Clock distribution:
The bar under the picture is 50 µm long.
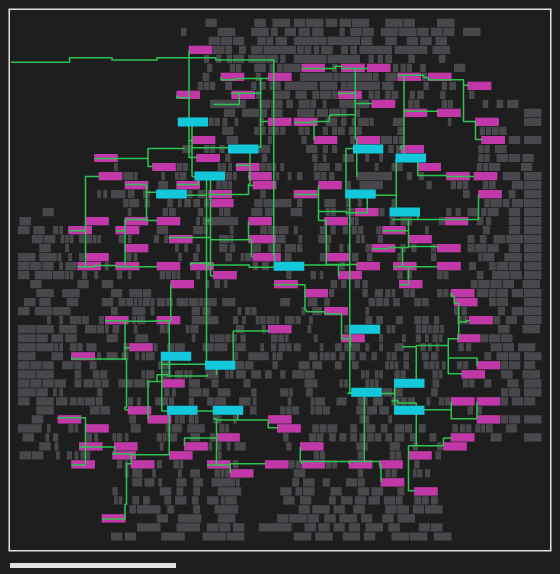
Track usage over the die:
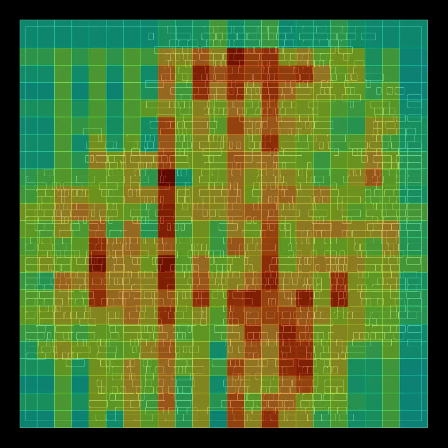
Routed metal, one color a layer:
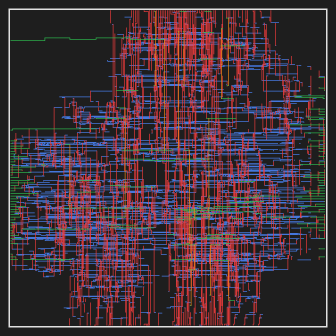
`config.mk`:
```
export PLATFORM = sky130hd
export DESIGN_NAME = rv32_lsu_flat
export DESIGN_NICKNAME = d
export VERILOG_FILES = /design/src/rtl/rv32_lsu_pkg.sv /design/src/rtl/rv32_lsu_if.sv /design/src/rtl/rv32_lsu_align.sv /design/src/rtl/rv32_lsu.sv /design/src/flat_wrapper.sv
export SDC_FILE = /design/constraint.sdc
export NUM_CORES = 1
export LEC_CHECK = 0
export CAP_MARGIN = 40
export CORE_MARGIN = 2
export CORE_UTILIZATION = 25
export DETAILED_ROUTE_END_ITERATION = 7
export GPL_TIMING_DRIVEN = 0
export PLACE_DENSITY = 0.5
export SYNTH_ARGS = -nofsm -noshare
export SYNTH_HDL_FRONTEND = slang
export SYNTH_HIERARCHICAL = 1
export SYNTH_SLANG_ARGS = --single-unit
```
`constraint.sdc`:
```
create_clock -name clk -period 4.1 [get_ports clk]
set_input_delay 0.615 -clock clk [delete_from_list [all_inputs] [get_ports clk]]
set_output_delay 0.615 -clock clk [all_outputs]
set_load 0.1 [all_outputs]
```
`src/rtl/rv32_lsu_pkg.sv`:
```
// Shared memory-op definitions for the RV32 data path.
// Width codes, LSU fault causes and LSU FSM states.
package rv32_mem_ops;

    localparam logic [1:0] RV32_MEM_WIDTH_BYTE = 2'd0;
    localparam logic [1:0] RV32_MEM_WIDTH_HALF = 2'd1;
    localparam logic [1:0] RV32_MEM_WIDTH_WORD = 2'd2;

    typedef enum logic [1:0] {
        RV32_LSU_FAULT_NONE       = 2'd0,
        RV32_LSU_FAULT_MISALIGNED = 2'd1,
        RV32_LSU_FAULT_TIMEOUT    = 2'd2
    } rv32_lsu_fault_t;

    typedef enum logic [1:0] {
        RV32_LSU_IDLE = 2'd0,
        RV32_LSU_BUS  = 2'd1,
        RV32_LSU_DONE = 2'd2
    } rv32_lsu_state_t;

endpackage

```
`src/rtl/rv32_lsu_if.sv`:
```
// Data-bus request/response bundle between the LSU and memory.
// Single outstanding request, completed on valid && ready.
interface rv32_lsu_if #(
    parameter int ADDR_WIDTH = 32
) ();
    logic                  bus_valid_out;
    logic                  bus_write_out;
    logic [ADDR_WIDTH-3:0] bus_addr_out;
    logic [3:0]            bus_mask_out;
    logic [31:0]           bus_wdata_out;
    logic [31:0]           bus_rdata_in;
    logic                  bus_ready_in;

    modport master (
        output bus_valid_out,
        output bus_write_out,
        output bus_addr_out,
        output bus_mask_out,
        output bus_wdata_out,
        input  bus_rdata_in,
        input  bus_ready_in
    );

    modport slave (
        input  bus_valid_out,
        input  bus_write_out,
        input  bus_addr_out,
        input  bus_mask_out,
        input  bus_wdata_out,
        output bus_rdata_in,
        output bus_ready_in
    );
endinterface

```
`src/rtl/rv32_lsu_align.sv`:
```
// Combinational lane logic: alignment check, store steering and
// mask, load lane select with sign/zero extension (offset 0 = MSB).
module rv32_lsu_align
    import rv32_mem_ops::*;
(
    input  logic [1:0]  offset,
    input  logic [1:0]  width,
    input  logic        zero_extend,
    input  logic [31:0] store_data,
    input  logic [31:0] load_data,
    output logic        misaligned,
    output logic [3:0]  store_mask,
    output logic [31:0] store_lanes,
    output logic [31:0] load_value
);
    logic [4:0]  byte_sh;
    logic [4:0]  half_sh;
    logic [7:0]  byte_sel;
    logic [15:0] half_sel;
    logic        sx_b;
    logic        sx_h;

    assign byte_sh  = {~offset, 3'b000};
    assign half_sh  = {~offset[1], 4'b0000};
    assign byte_sel = load_data[byte_sh +: 8];
    assign half_sel = load_data[half_sh +: 16];
    assign sx_b     = ~zero_extend & byte_sel[7];
    assign sx_h     = ~zero_extend & half_sel[15];

    always_comb begin
        misaligned  = 1'b0;
        store_mask  = '0;
        store_lanes = '0;
        load_value  = '0;
        unique case (1'b1)
            width == RV32_MEM_WIDTH_BYTE: begin
                store_mask  = 4'b1000 >> offset;
                store_lanes = {24'd0, store_data[7:0]} << byte_sh;
                load_value  = {{24{sx_b}}, byte_sel};
            end
            width == RV32_MEM_WIDTH_HALF: begin
                misaligned  = offset[0];
                store_mask  = 4'b1100 >> {offset[1], 1'b0};
                store_lanes = {16'd0, store_data[15:0]} << half_sh;
                load_value  = {{16{sx_h}}, half_sel};
            end
            width == RV32_MEM_WIDTH_WORD: begin
                misaligned  = |offset;
                store_mask  = 4'b1111;
                store_lanes = store_data;
                load_value  = load_data;
            end
            default: misaligned = 1'b1;
        endcase
    end

endmodule

```
`src/rtl/rv32_lsu.sv`:
```
// Memory-stage load/store unit: multi-cycle bus master that stalls
// the pipeline until the access completes, faults or times out.
module rv32_lsu
    import rv32_mem_ops::*;
#(
    parameter int ADDR_WIDTH     = 32,
    parameter int TIMEOUT_CYCLES = 255,
    parameter int COUNT_WIDTH    = 8
) (
    input  logic        clk,
    input  logic        reset,
    input  logic        valid_in,
    input  logic        read_en_in,
    input  logic        write_en_in,
    input  logic [1:0]  width_in,
    input  logic        zero_extend_in,
    input  logic [31:0] addr_in,
    input  logic [31:0] rs2_value_in,
    output logic        stall_out,
    output logic        done_out,
    output logic [31:0] read_value_out,
    output logic        fault_out,
    output logic [1:0]  fault_cause_out,
    rv32_lsu_if.master  bus
);
    localparam logic [COUNT_WIDTH-1:0] LIMIT = COUNT_WIDTH'(TIMEOUT_CYCLES);

    rv32_lsu_state_t       state;
    rv32_lsu_state_t       state_d;
    logic [COUNT_WIDTH-1:0] cnt;
    rv32_lsu_fault_t       cause_q;
    logic [ADDR_WIDTH-3:0] addr_q;
    logic [3:0]            mask_q;
    logic [31:0]           wdata_q;
    logic [31:0]           rdata_q;
    logic                  write_q;
    logic [1:0]            width_q;
    logic                  zext_q;
    logic [1:0]            off_q;

    logic        mem_op;
    logic        in_idle;
    logic        in_bus;
    logic        in_done;
    logic        timeout_hit;
    logic [1:0]  al_off;
    logic [1:0]  al_width;
    logic        al_zext;
    logic        mis;
    logic [3:0]  lane_mask;
    logic [31:0] lanes;
    logic [31:0] load_value;

    assign mem_op  = valid_in && (read_en_in || write_en_in);
    assign in_idle = state == RV32_LSU_IDLE;
    assign in_bus  = state == RV32_LSU_BUS;
    assign in_done = state == RV32_LSU_DONE;
    assign timeout_hit = (TIMEOUT_CYCLES != 0) && (cnt == LIMIT);

    // Request fields feed the aligner in IDLE; the held ones after.
    assign al_off   = in_idle ? addr_in[1:0]   : off_q;
    assign al_width = in_idle ? width_in       : width_q;
    assign al_zext  = in_idle ? zero_extend_in : zext_q;

    rv32_lsu_align u_align (
        .offset      (al_off),
        .width       (al_width),
        .zero_extend (al_zext),
        .store_data  (rs2_value_in),
        .load_data   (rdata_q),
        .misaligned  (mis),
        .store_mask  (lane_mask),
        .store_lanes (lanes),
        .load_value  (load_value)
    );

    always_ff @(posedge clk) begin
        if (reset) begin
            state <= RV32_LSU_IDLE;
            cnt   <= '0;
        end else begin
            state <= state_d;
            cnt   <= in_bus ? cnt + 1'b1 : '0;
        end
    end

    always_comb begin
        state_d = state;
        case (state)
            RV32_LSU_IDLE: begin
                if (mem_op)
                    state_d = mis ? RV32_LSU_DONE : RV32_LSU_BUS;
            end
            RV32_LSU_BUS: begin
                if (bus.bus_ready_in || timeout_hit)
                    state_d = RV32_LSU_DONE;
            end
            RV32_LSU_DONE: state_d = RV32_LSU_IDLE;
            default:       state_d = RV32_LSU_IDLE;
        endcase
    end

    always_ff @(posedge clk) begin
        if (reset) begin
            cause_q <= RV32_LSU_FAULT_NONE;
            addr_q  <= '0;
            mask_q  <= '0;
            wdata_q <= '0;
            rdata_q <= '0;
            write_q <= 1'b0;
            width_q <= '0;
            zext_q  <= 1'b0;
            off_q   <= '0;
        end else begin
            if (in_idle && mem_op) begin
                cause_q <= mis ? RV32_LSU_FAULT_MISALIGNED
                               : RV32_LSU_FAULT_NONE;
                addr_q  <= addr_in[ADDR_WIDTH-1:2];
                mask_q  <= write_en_in ? lane_mask : 4'b1111;
                wdata_q <= write_en_in ? lanes : '0;
                write_q <= write_en_in;
                width_q <= width_in;
                zext_q  <= zero_extend_in;
                off_q   <= addr_in[1:0];
            end
            // Ready on the timeout cycle still completes the access.
            if (in_bus) begin
                if (bus.bus_ready_in) begin
                    rdata_q <= bus.bus_rdata_in;
                    cause_q <= RV32_LSU_FAULT_NONE;
                end else if (timeout_hit) begin
                    cause_q <= RV32_LSU_FAULT_TIMEOUT;
                end
            end
        end
    end

    assign stall_out       = mem_op && !in_done;
    assign done_out        = in_done;
    assign fault_out       = in_done && (cause_q != RV32_LSU_FAULT_NONE);
    assign fault_cause_out = in_done ? cause_q : RV32_LSU_FAULT_NONE;
    assign read_value_out  =
        (in_done && !write_q && cause_q == RV32_LSU_FAULT_NONE)
        ? load_value : '0;

    assign bus.bus_valid_out = in_bus;
    assign bus.bus_write_out = in_bus && write_q;
    assign bus.bus_addr_out  = in_bus ? addr_q  : '0;
    assign bus.bus_mask_out  = in_bus ? mask_q  : '0;
    assign bus.bus_wdata_out = in_bus ? wdata_q : '0;

endmodule

```
`src/flat_wrapper.sv`:
```
// flat-port wrapper written by rule: the top's interface ports become plain ports
module rv32_lsu_flat import rv32_mem_ops::*;
#(
    parameter int ADDR_WIDTH     = 32,
    parameter int TIMEOUT_CYCLES = 255,
    parameter int COUNT_WIDTH    = 8
)
  (clk, reset, valid_in, read_en_in, write_en_in, width_in, zero_extend_in, addr_in, rs2_value_in, stall_out, done_out, read_value_out, fault_out, fault_cause_out, bus_bus_valid_out, bus_bus_write_out, bus_bus_addr_out, bus_bus_mask_out, bus_bus_wdata_out, bus_bus_rdata_in, bus_bus_ready_in);
  rv32_lsu_if #(.ADDR_WIDTH(ADDR_WIDTH)) bus_i ();
  input  logic clk;
  input  logic reset;
  input  logic valid_in;
  input  logic read_en_in;
  input  logic write_en_in;
  input  logic [1:0] width_in;
  input  logic zero_extend_in;
  input  logic [31:0] addr_in;
  input  logic [31:0] rs2_value_in;
  output logic stall_out;
  output logic done_out;
  output logic [31:0] read_value_out;
  output logic fault_out;
  output logic [1:0] fault_cause_out;
  output wire logic [$bits(bus_i.bus_valid_out)-1:0] bus_bus_valid_out;
  output wire logic [$bits(bus_i.bus_write_out)-1:0] bus_bus_write_out;
  output wire logic [$bits(bus_i.bus_addr_out)-1:0] bus_bus_addr_out;
  output wire logic [$bits(bus_i.bus_mask_out)-1:0] bus_bus_mask_out;
  output wire logic [$bits(bus_i.bus_wdata_out)-1:0] bus_bus_wdata_out;
  input wire logic [$bits(bus_i.bus_rdata_in)-1:0] bus_bus_rdata_in;
  input wire logic [$bits(bus_i.bus_ready_in)-1:0] bus_bus_ready_in;
  assign bus_bus_valid_out = bus_i.bus_valid_out;
  assign bus_bus_write_out = bus_i.bus_write_out;
  assign bus_bus_addr_out = bus_i.bus_addr_out;
  assign bus_bus_mask_out = bus_i.bus_mask_out;
  assign bus_bus_wdata_out = bus_i.bus_wdata_out;
  assign bus_i.bus_rdata_in = bus_bus_rdata_in;
  assign bus_i.bus_ready_in = bus_bus_ready_in;
  rv32_lsu #(.ADDR_WIDTH(ADDR_WIDTH), .TIMEOUT_CYCLES(TIMEOUT_CYCLES), .COUNT_WIDTH(COUNT_WIDTH)) u_core (.clk(clk), .reset(reset), .valid_in(valid_in), .read_en_in(read_en_in), .write_en_in(write_en_in), .width_in(width_in), .zero_extend_in(zero_extend_in), .addr_in(addr_in), .rs2_value_in(rs2_value_in), .stall_out(stall_out), .done_out(done_out), .read_value_out(read_value_out), .fault_out(fault_out), .fault_cause_out(fault_cause_out), .bus(bus_i));
endmodule
```
==> flow_summary_export.csv <==
group,metric,value,unit
pwr,power_density,335.4,mW/mm²
global_routing,grt_overflow,0,
synth,yosys_cells,844,
timing,period_needed,3.973,ns
critical_path,critPathSlowestCell,"clkdlybuf4s50_1",
pwr,power.net_switching,1.219,mW
synth,postSynthCellCount,844,
timing,setup_ws,0.1273,ns
outcome,outcome,"finished, final reports clean",
cells_and_area,antenna_cells,0,
pwr,combPwrFrac,25.9,%
die,io_pins,210,
synth,synth-async-reset-ratio,0,%
synth,synth_flops,116,
clock_network,cts_made_buffers,17,
pwr,comb_cell_power,0.969,mW
global_routing,grt_max_degree,20,
clock_network,clock_path_buffers,2,
global_routing,grt_pass1_wl,40390,µm
critical_path,arrival,3.36,ns
die,die_y,163.0,µm
synth,synth_nets,950,
## Picture notes: 'clock distribution'
Key: clock-net drivers = cyan [count 17]; clock wires = green [length 1820 µm]; flip-flops = magenta [count 116]
There are 18 routed clock nets.
Clk Latency, worst-skew pair: 0.42 ns
Clock Skews: 0.006432 ns
P_clk: 1.54 mW

## Picture notes: 'track usage over the die'
Total GRT Usage: 19.63%
GRT met3 Usage: 3.438%
gr busiest metal: met2

## Picture notes: 'routed metal, one color a layer'
Key: M3 = green [wire length 1320 µm]; M4 = orange [wire length 562 µm]; M2 = red [wire length 12400 µm]; M1 = blue [wire length 11700 µm]
Vias: 7280
DR WL/cell: 17.26 µm
drt total wl: 26000 µm

==> worst max-delay path, delay by kind of cell (launching register included) <==
| kind | cells | cell delay, ns |
|---|---|---|
| compound gates | 2 | 0.63 |
| buf+inv | 4 | 1.04 |
| flops | 1 | 0.37 |
| simple gates | 5 | 0.91 |
==> cell type report <==
cell class              instances  area share [%]
flip-flops and latches        116           20.88
repair buffers                305           33.81
well taps                     330           3.701
clock inverters                14           1.592
inverters                      11          0.3701
clock buffers                  18           3.847
plain buffers                  85           3.622
multi-input cells             627           32.17
==> state kept, by name, indices dropped and copies added, names as in the netlist <==
signal	cells
u_core/wdata_q	32
u_core/rdata_q	32
u_core/zext_q	1
u_core/mask_q	4
u_core/off_q	2
u_core/addr_q	30
u_core/cause_q	2
u_core/cnt	8
u_core/state	2
u_core/write_q	1
u_core/width_q	2
Power and IR drop assume default switching activity.
